**Routed metal, one colour a layer**

(3 px per um)
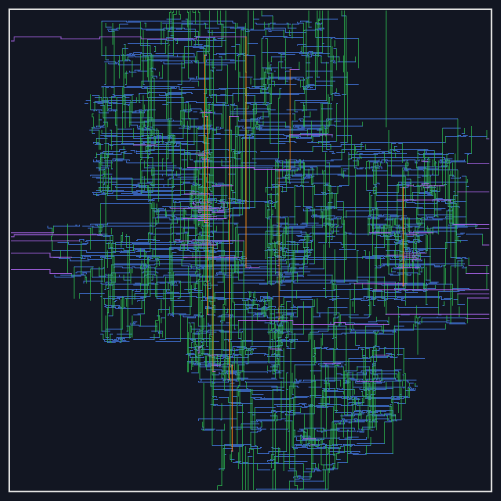
**Clock wires, drivers and flops**

(1.5 px per um)
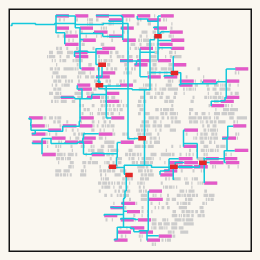
**Selected gate families**

(1.5 px per um)
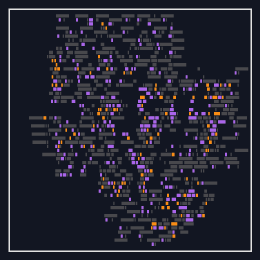
**The clock network**

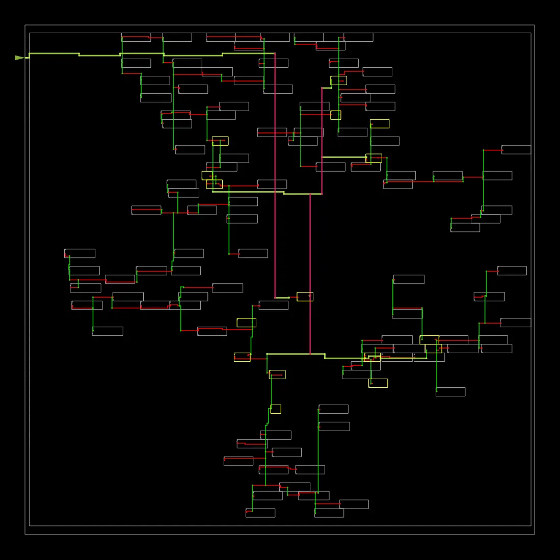
**Floorplan with the power grid**

(2 px per um) Pins as bars on the die edge.
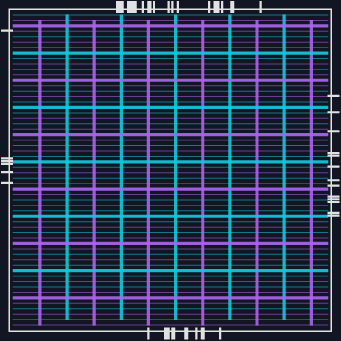
`config.mk`:
```
export PLATFORM = sky130hd
export DESIGN_NAME = pong_frame_sequencer
export DESIGN_NICKNAME = d
export VERILOG_FILES = /design/src/rtl/pong_frame_sequencer_pkg.sv /design/src/rtl/pong_pad_mover.sv /design/src/rtl/pong_frame_sequencer.sv
export SDC_FILE = /design/constraint.sdc
export NUM_CORES = 1
export LEC_CHECK = 0
export CAP_MARGIN = 20
export CORE_MARGIN = 1
export CORE_UTILIZATION = 30
export CTS_BUF_LIST = sky130_fd_sc_hd__clkbuf_8
export DETAILED_ROUTE_END_ITERATION = 7
export DONT_BUFFER_PORTS = 1
export PLACE_DENSITY_LB_ADDON = 0.25
export SETUP_SLACK_MARGIN = 0.5
export SLEW_MARGIN = 20
export SYNTH_ARGS = -nofsm -noshare
export SYNTH_HDL_FRONTEND = slang
export SYNTH_HIERARCHICAL = 1
export SYNTH_SLANG_ARGS = --single-unit
```
`constraint.sdc`:
```
create_clock -name clk_vga -period 9.1 [get_ports clk_vga]
set_input_delay 0.91 -clock clk_vga [delete_from_list [all_inputs] [get_ports clk_vga]]
set_output_delay 0.91 -clock clk_vga [all_outputs]
set_load 0.02 [all_outputs]
```
`src/rtl/pong_frame_sequencer_pkg.sv`:
```
// pong_frame_sequencer_pkg
// Shared geometry and sequencing constants for the pong game-state logic.
// The renderer draws with these same numbers, so a hit test here lands on
// exactly the pixels the player sees.
//   - Screen, pad and ball geometry, plus speeds and the winning score
//   - Derived hit lines (XL/XR), pad clamp range and ball limits
//   - Encoding of the per-frame update sequence states
//   - abs10: magnitude of a 10-bit signed distance
package pong_frame_sequencer_pkg;

  localparam int SCREEN_WIDTH  = 640;
  localparam int SCREEN_HEIGHT = 480;
  localparam int PAD_HEIGHT    = 64;
  localparam int PAD_WIDTH     = 8;
  localparam int PAD_DISTANCE  = 16;
  localparam int BALL_SIZE     = 8;
  localparam int PAD_SPEED     = 4;
  localparam int BALL_SPEED    = 2;
  localparam int WIN_SCORE     = 9;
  localparam int SERVE_FRAMES  = 60;

  localparam int HALF_BALL  = BALL_SIZE / 2;
  // Ball centre x at which the ball touches a pad face.
  localparam int XL         = PAD_DISTANCE + PAD_WIDTH + HALF_BALL;
  localparam int XR         = SCREEN_WIDTH - XL;
  localparam int PAD_MIN    = PAD_HEIGHT / 2;
  localparam int PAD_MAX    = SCREEN_HEIGHT - PAD_HEIGHT / 2;
  localparam int BALL_X_MIN = HALF_BALL;
  localparam int BALL_X_MAX = SCREEN_WIDTH - HALF_BALL;
  localparam int BALL_Y_MIN = HALF_BALL;
  localparam int BALL_Y_MAX = SCREEN_HEIGHT - HALF_BALL;
  // Pad and ball overlap vertically while the centres are closer than this.
  localparam int HIT_RANGE  = PAD_HEIGHT / 2 + HALF_BALL;
  localparam int CENTRE_X   = SCREEN_WIDTH / 2;
  localparam int CENTRE_Y   = SCREEN_HEIGHT / 2;

  localparam logic [2:0] ST_IDLE     = 3'd0;
  localparam logic [2:0] ST_PADS     = 3'd1;
  localparam logic [2:0] ST_BALL     = 3'd2;
  localparam logic [2:0] ST_BOUNCE_Y = 3'd3;
  localparam logic [2:0] ST_BOUNCE_X = 3'd4;
  localparam logic [2:0] ST_SCORE    = 3'd5;
  localparam logic [2:0] ST_COMMIT   = 3'd6;

  function automatic logic signed [9:0] abs10(input logic signed [9:0] v);
    return (v < 0) ? -v : v;
  endfunction

endpackage

```
`src/rtl/pong_pad_mover.sv`:
```
// pong_pad_mover
// Computes the next centre position of one pad from its current position
// and the player's two buttons. Purely combinational; the sequencer latches
// the result during its pad-update step.
// Ports:
//   pos      in  9  current pad centre y
//   up       in  1  move-up button
//   dn       in  1  move-down button
//   next_pos out 9  new pad centre y, clamped to [PAD_MIN, PAD_MAX]
module pong_pad_mover
  import pong_frame_sequencer_pkg::*;
(
  input  logic [8:0] pos,
  input  logic       up,
  input  logic       dn,
  output logic [8:0] next_pos
);

  localparam logic signed [9:0] SPEED = 10'(PAD_SPEED);
  localparam logic signed [9:0] LO    = 10'(PAD_MIN);
  localparam logic signed [9:0] HI    = 10'(PAD_MAX);

  logic signed [9:0] stepped;

  // One extra bit and signed compare so a step below the top edge clamps
  // instead of wrapping to a large value.
  always_comb begin
    stepped = $signed({1'b0, pos});
    if (up && !dn) begin
      stepped = $signed({1'b0, pos}) - SPEED;
    end else if (dn && !up) begin
      stepped = $signed({1'b0, pos}) + SPEED;
    end
    if (stepped < LO) begin
      next_pos = LO[8:0];
    end else if (stepped > HI) begin
      next_pos = HI[8:0];
    end else begin
      next_pos = stepped[8:0];
    end
  end

endmodule

```
`src/rtl/pong_frame_sequencer.sv`:
```
// pong_frame_sequencer
// Per-frame pong game-state controller. On each falling edge of VGA_VS it
// runs PADS -> BALL -> BOUNCE_Y -> BOUNCE_X -> SCORE -> COMMIT on working
// copies of the game state, then publishes everything in one cycle so the
// renderer never sees a half-updated frame.
// Optional feature macro: PONG_SERVE_DELAY_EN (hold the ball at centre for
// SERVE_FRAMES frames after every serve).
// Ports:
//   clk_vga   in   1  pixel clock
//   rst       in   1  asynchronous active-high reset
//   VGA_VS    in   1  active-low vertical sync, same clock domain
//   btn_l_up, btn_l_dn, btn_r_up, btn_r_dn  in 1  player buttons
//   start     in   1  one-cycle pulse: clear scores and serve
//   pad_left  out  9  left pad centre y
//   pad_right out  9  right pad centre y
//   ball_x    out 10  ball centre x
//   ball_y    out  9  ball centre y
//   score_l   out  4  left player score
//   score_r   out  4  right player score
//   game_over out  1  a player has reached WIN_SCORE
//   busy      out  1  update sequence in progress
module pong_frame_sequencer
  import pong_frame_sequencer_pkg::*;
(
  input  logic       clk_vga,
  input  logic       rst,
  input  logic       VGA_VS,
  input  logic       btn_l_up,
  input  logic       btn_l_dn,
  input  logic       btn_r_up,
  input  logic       btn_r_dn,
  input  logic       start,
  output logic [8:0] pad_left,
  output logic [8:0] pad_right,
  output logic [9:0] ball_x,
  output logic [8:0] ball_y,
  output logic [3:0] score_l,
  output logic [3:0] score_r,
  output logic       game_over,
  output logic       busy
);

  localparam logic signed [10:0] X_CENTRE = 11'(CENTRE_X);
  localparam logic signed [9:0]  Y_CENTRE = 10'(CENTRE_Y);
  localparam logic signed [10:0] X_STEP   = 11'(BALL_SPEED);
  localparam logic signed [9:0]  Y_STEP   = 10'(BALL_SPEED);
  localparam logic signed [10:0] X_HIT_L  = 11'(XL);
  localparam logic signed [10:0] X_HIT_R  = 11'(XR);
  localparam logic signed [10:0] X_MIN    = 11'(BALL_X_MIN);
  localparam logic signed [10:0] X_MAX    = 11'(BALL_X_MAX);
  localparam logic signed [9:0]  Y_MIN    = 10'(BALL_Y_MIN);
  localparam logic signed [9:0]  Y_MAX    = 10'(BALL_Y_MAX);
  localparam logic signed [9:0]  HIT      = 10'(HIT_RANGE);
  localparam logic [8:0]         PAD_RST  = 9'(CENTRE_Y);
  localparam logic [3:0]         WIN      = 4'(WIN_SCORE);

  logic [2:0]         state;
  logic               vs_q;
  logic               frame_tick;
  logic               start_pend;
  logic [8:0]         w_pad_l;
  logic [8:0]         w_pad_r;
  logic [8:0]         pad_l_next;
  logic [8:0]         pad_r_next;
  logic signed [10:0] w_x;
  logic signed [9:0]  w_y;
  logic               w_dx;
  logic               w_dy;
  logic [3:0]         w_score_l;
  logic [3:0]         w_score_r;
  logic               w_game_over;
  logic               miss_l;
  logic               miss_r;
  logic signed [10:0] prev_x;
  logic signed [10:0] step_x;
  logic signed [9:0]  step_y;
  logic signed [9:0]  dist_l;
  logic signed [9:0]  dist_r;
  logic               ball_hold;

  pong_pad_mover u_pad_l (
    .pos      (w_pad_l),
    .up       (btn_l_up),
    .dn       (btn_l_dn),
    .next_pos (pad_l_next)
  );

  pong_pad_mover u_pad_r (
    .pos      (w_pad_r),
    .up       (btn_r_up),
    .dn       (btn_r_dn),
    .next_pos (pad_r_next)
  );

  assign frame_tick = vs_q & ~VGA_VS;
  assign busy       = (state != ST_IDLE);

  // The published ball_x is last frame's position, since outputs only move
  // at COMMIT; it serves as the "previous x" for the hit-line crossing test.
  assign prev_x = $signed({1'b0, ball_x});
  assign step_x = w_dx ? (w_x + X_STEP) : (w_x - X_STEP);
  assign step_y = w_dy ? (w_y + Y_STEP) : (w_y - Y_STEP);
  assign dist_l = abs10(w_y - $signed({1'b0, w_pad_l}));
  assign dist_r = abs10(w_y - $signed({1'b0, w_pad_r}));

`ifdef PONG_SERVE_DELAY_EN
  logic [7:0] serve_cnt;
  assign ball_hold = (serve_cnt != 8'd0);
`else
  assign ball_hold = 1'b0;
`endif

  // Sequencer: each state performs one stage of the frame update on the
  // working copies; COMMIT publishes them (or the start-of-game state).
  always_ff @(posedge clk_vga or posedge rst) begin
    if (rst) begin
      state       <= ST_IDLE;
      vs_q        <= 1'b1;
      start_pend  <= 1'b0;
      w_pad_l     <= PAD_RST;
      w_pad_r     <= PAD_RST;
      w_x         <= X_CENTRE;
      w_y         <= Y_CENTRE;
      w_dx        <= 1'b1;
      w_dy        <= 1'b1;
      w_score_l   <= 4'd0;
      w_score_r   <= 4'd0;
      w_game_over <= 1'b0;
      miss_l      <= 1'b0;
      miss_r      <= 1'b0;
      pad_left    <= PAD_RST;
      pad_right   <= PAD_RST;
      ball_x      <= X_CENTRE[9:0];
      ball_y      <= Y_CENTRE[8:0];
      score_l     <= 4'd0;
      score_r     <= 4'd0;
      game_over   <= 1'b0;
`ifdef PONG_SERVE_DELAY_EN
      serve_cnt   <= 8'd0;
`endif
    end else begin
      vs_q <= VGA_VS;
      if (start) begin
        start_pend <= 1'b1;
      end
      case (state)
        ST_IDLE: begin
          if (frame_tick) begin
            state <= ST_PADS;
          end
        end
        ST_PADS: begin
          w_pad_l <= pad_l_next;
          w_pad_r <= pad_r_next;
          miss_l  <= 1'b0;
          miss_r  <= 1'b0;
          state   <= ST_BALL;
        end
        ST_BALL: begin
          if (!w_game_over && !ball_hold) begin
            w_x <= step_x;
            w_y <= step_y;
          end
`ifdef PONG_SERVE_DELAY_EN
          if (ball_hold) begin
            serve_cnt <= serve_cnt - 8'd1;
          end
`endif
          state <= ST_BOUNCE_Y;
        end
        ST_BOUNCE_Y: begin
          if (w_y <= Y_MIN) begin
            w_y  <= Y_MIN;
            w_dy <= 1'b1;
          end else if (w_y >= Y_MAX) begin
            w_y  <= Y_MAX;
            w_dy <= 1'b0;
          end
          state <= ST_BOUNCE_X;
        end
        ST_BOUNCE_X: begin
          // A pad bounce requires crossing the hit line this frame, so a
          // ball already behind the pad keeps travelling to the miss line.
          if (!w_dx) begin
            if (prev_x > X_HIT_L && w_x <= X_HIT_L && dist_l < HIT) begin
              w_x  <= X_HIT_L;
              w_dx <= 1'b1;
            end else if (w_x <= X_MIN) begin
              miss_l <= 1'b1;
            end
          end else begin
            if (prev_x < X_HIT_R && w_x >= X_HIT_R && dist_r < HIT) begin
              w_x  <= X_HIT_R;
              w_dx <= 1'b0;
            end else if (w_x >= X_MAX) begin
              miss_r <= 1'b1;
            end
          end
          state <= ST_BOUNCE_X + 3'd1;
        end
        ST_SCORE: begin
          // The serve heads toward whoever conceded; dy is left as it was.
          if (miss_l) begin
            if (w_score_r < WIN) begin
              w_score_r <= w_score_r + 4'd1;
            end
            if (w_score_r >= WIN - 4'd1) begin
              w_game_over <= 1'b1;
            end
            w_x  <= X_CENTRE;
            w_y  <= Y_CENTRE;
            w_dx <= 1'b0;
`ifdef PONG_SERVE_DELAY_EN
            serve_cnt <= 8'(SERVE_FRAMES);
`endif
          end else if (miss_r) begin
            if (w_score_l < WIN) begin
              w_score_l <= w_score_l + 4'd1;
            end
            if (w_score_l >= WIN - 4'd1) begin
              w_game_over <= 1'b1;
            end
            w_x  <= X_CENTRE;
            w_y  <= Y_CENTRE;
            w_dx <= 1'b1;
`ifdef PONG_SERVE_DELAY_EN
            serve_cnt <= 8'(SERVE_FRAMES);
`endif
          end
          state <= ST_COMMIT;
        end
        ST_COMMIT: begin
          pad_left  <= w_pad_l;
          pad_right <= w_pad_r;
          // A pending start overrides whatever this frame's scoring did.
          if (start_pend) begin
            w_score_l   <= 4'd0;
            w_score_r   <= 4'd0;
            w_game_over <= 1'b0;
            w_x         <= X_CENTRE;
            w_y         <= Y_CENTRE;
            w_dx        <= 1'b1;
            score_l     <= 4'd0;
            score_r     <= 4'd0;
            game_over   <= 1'b0;
            ball_x      <= X_CENTRE[9:0];
            ball_y      <= Y_CENTRE[8:0];
`ifdef PONG_SERVE_DELAY_EN
            serve_cnt   <= 8'(SERVE_FRAMES);
`endif
          end else begin
            score_l   <= w_score_l;
            score_r   <= w_score_r;
            game_over <= w_game_over;
            ball_x    <= w_x[9:0];
            ball_y    <= w_y[8:0];
          end
          // A start arriving in this very cycle waits for the next commit.
          start_pend <= start;
          state      <= ST_IDLE;
        end
        default: begin
          state <= ST_IDLE;
        end
      endcase
    end
  end

endmodule

```
==> impl_metrics.tcl <==
# place-and-route summary
set metrics [dict create \
    finalHoldViolations 0 \
    fin_tns_setup_ns 0 \
    path_cells "inv_1, ha_1, or3_1, a221oi_2, o21ai_0, a211oi_1, mux2i_1, nand4_1, a31oi_2, o21a_1, mux2_4" \
    warnings 36 \
    required_ns 9.40 \
    synth-edff-count 0 \
    layout-drive-gt1-share 0.113 \
    cts_buffers 9 \
    path_buffers 1 \
    hold_buffers 0 \
    worst-setup-path-type "reg -> reg" \
    critPathSlowestCell "dfrtp_1" \
    fin_skew_ns 0.0272 \
    ys_seq_frac 0.338 \
    power_density_nw_per_um2 394 \
    status "complete, no violations" \
    max_slew_margin 0.322 \
    fillers 2582 \
    ctsResizeCount 0 \
    tritoncts "built" \
    wl_per_cell_um 16.1 \
    grt_antenna_before_repair 0 \
    gp_congestion 0.829 \
    grt.total_usage 0.148 \
    diodes 0 \
    fp_util 0.307 \
    top_cells_by_count "nand2_1 (122), o21ai_0 (80), dfrtp_1 (69)" \
    vias_per_cell 5.27 \
    fp_nets 920 \
    ys_cells 865 \
    first_global_vias 5840 \
    drv_cap 0 \
    cp.arrival_ns 4.01 \
    ys_ff 100 \
    root_buffer "clkbuf_8" \
]
About 'routed metal, one colour a layer':
| layer | colour | wire length |
|---|---|---|
| metal 1 | blue | 9000 um |
| metal 2 | green | 8540 um |
| metal 3 | purple | 763 um |
| metal 4 | orange | 473 um |

About 'clock wires, drivers and flops':
[flip-flops] magenta | count: 100
[clock wires] cyan | length: 1440 um
[clock drivers] red | count: 9
routed clock nets: 10
Clock Power Share: 0.097
Clk Latency, worst-skew pair: 0.40 ns

About 'selected gate families':
| family | colour | cells |
|---|---|---|
| aoi and oai cells | purple | 216 |
| nor cells | orange | 96 |
Comb/total area: 0.576
final cell count without fillers: 1168
most used logic cell in the final layout: nand2_1

About 'the clock network':
CLK BUF: 9
clock network power: 303 uW

About 'floorplan with the power grid':
| net | colour |
|---|---|
| VSS | purple |
| VDD | cyan |
signal pins: 55
met5 straps: 11
die y size: 160 um
VDD IR-drop max: 0.000113 V
Core Footprint: 24500 um^2
DIE WIDTH: 160 um

## per-layer routing
metal | up-vias | share of wire | GRT usage
li1 | 3082 | - | -
met1 | 2915 | 0.48 | 0.199
met5 | - | 0 | 0
met4 | 0 | 0.025 | 0.0563
met2 | 143 | 0.45 | 0.234
met3 | 21 | 0.041 | 0.0291
## flip-flops by register name, indices dropped and copies added, names as in the netlist, 3 cells and up
name	cells
ball_x	9
ball_y	9
pad_left	9
pad_right	9
score_l	4
score_r	4
state	3
w_pad_l	9
w_pad_r	9
w_score_l	4
w_score_r	4
w_x	10
w_y	9
## per-stage QoR
step	cell area, um^2	worst slack, ns	total power, uW
after floorplan	7510	5.62	2440
after global placement	7740	5.45	2830
after detailed placement	7740	5.39	2840
after CTS	7960	5.38	3150
after global routing	7960	5.09	3430
final	7960	5.39	3130
## placed cells by master (no fill, tap or decap), types with 14 or more instances in the layout
cell      count
a21oi_1      40
dfrtp_1      69
dfstp_2      31
ha_1         43
inv_1        47
nand2_1     121
nand2b_1     29
nand3_1      16
nor2_1       47
nor2b_1      14
nor3_1       18
o21ai_0      80
xnor2_1      20
## logic make-up (layout without fill, tap and decap cells)
logic type                 after synthesis  count (layout)  share of synthesized area
and+or+nand+nor                        321             321                      0.224
AOI/OAI and AO/OA                      260             260                      0.240
DFF                                    100             100                      0.338
buffers and inverters                   89              68                     0.0530
adders and majority gates               47              47                     0.0823
xor gates and xnor gates                33              33                     0.0385
muxes                                   15              15                     0.0238
## worst paths after layout
path	endpoint	start	depth (start not counted)	slack (ns)
setup reg to reg	w_x[3]	w_pad_l[2]	11	5.39
hold / removal	w_pad_r[0]	rst	1	0.42
setup / recovery	w_x[3]	w_pad_l[2]	11	5.39
max in group asynchronous	w_y[1]	rst	2	7.50
min in group clk_vga	w_dy	w_dy	2	0.49
hold reg to reg	w_dy	w_dy	2	0.49
## cell type report
class / count / area, um^2 / share of cell area
Sequential cell: 100 / 2540 / 0.319
Inverter: 48 / 183 / 0.0230
Timing Repair Buffer: 4 / 30.0 / 0.00377
Tap cell: 324 / 405 / 0.0509
Multi-Input combinational cell: 676 / 4580 / 0.576
Clock buffer: 9 / 124 / 0.0156
Clock inverter: 7 / 91.3 / 0.0115
## power breakdown
group	switching, uW	leakage, uW	internal, uW
Combinational	1050	0.00187	797
Clock	191	0.000106	112
Sequential	341	0.00123	642
Power and IR drop assume default switching activity.
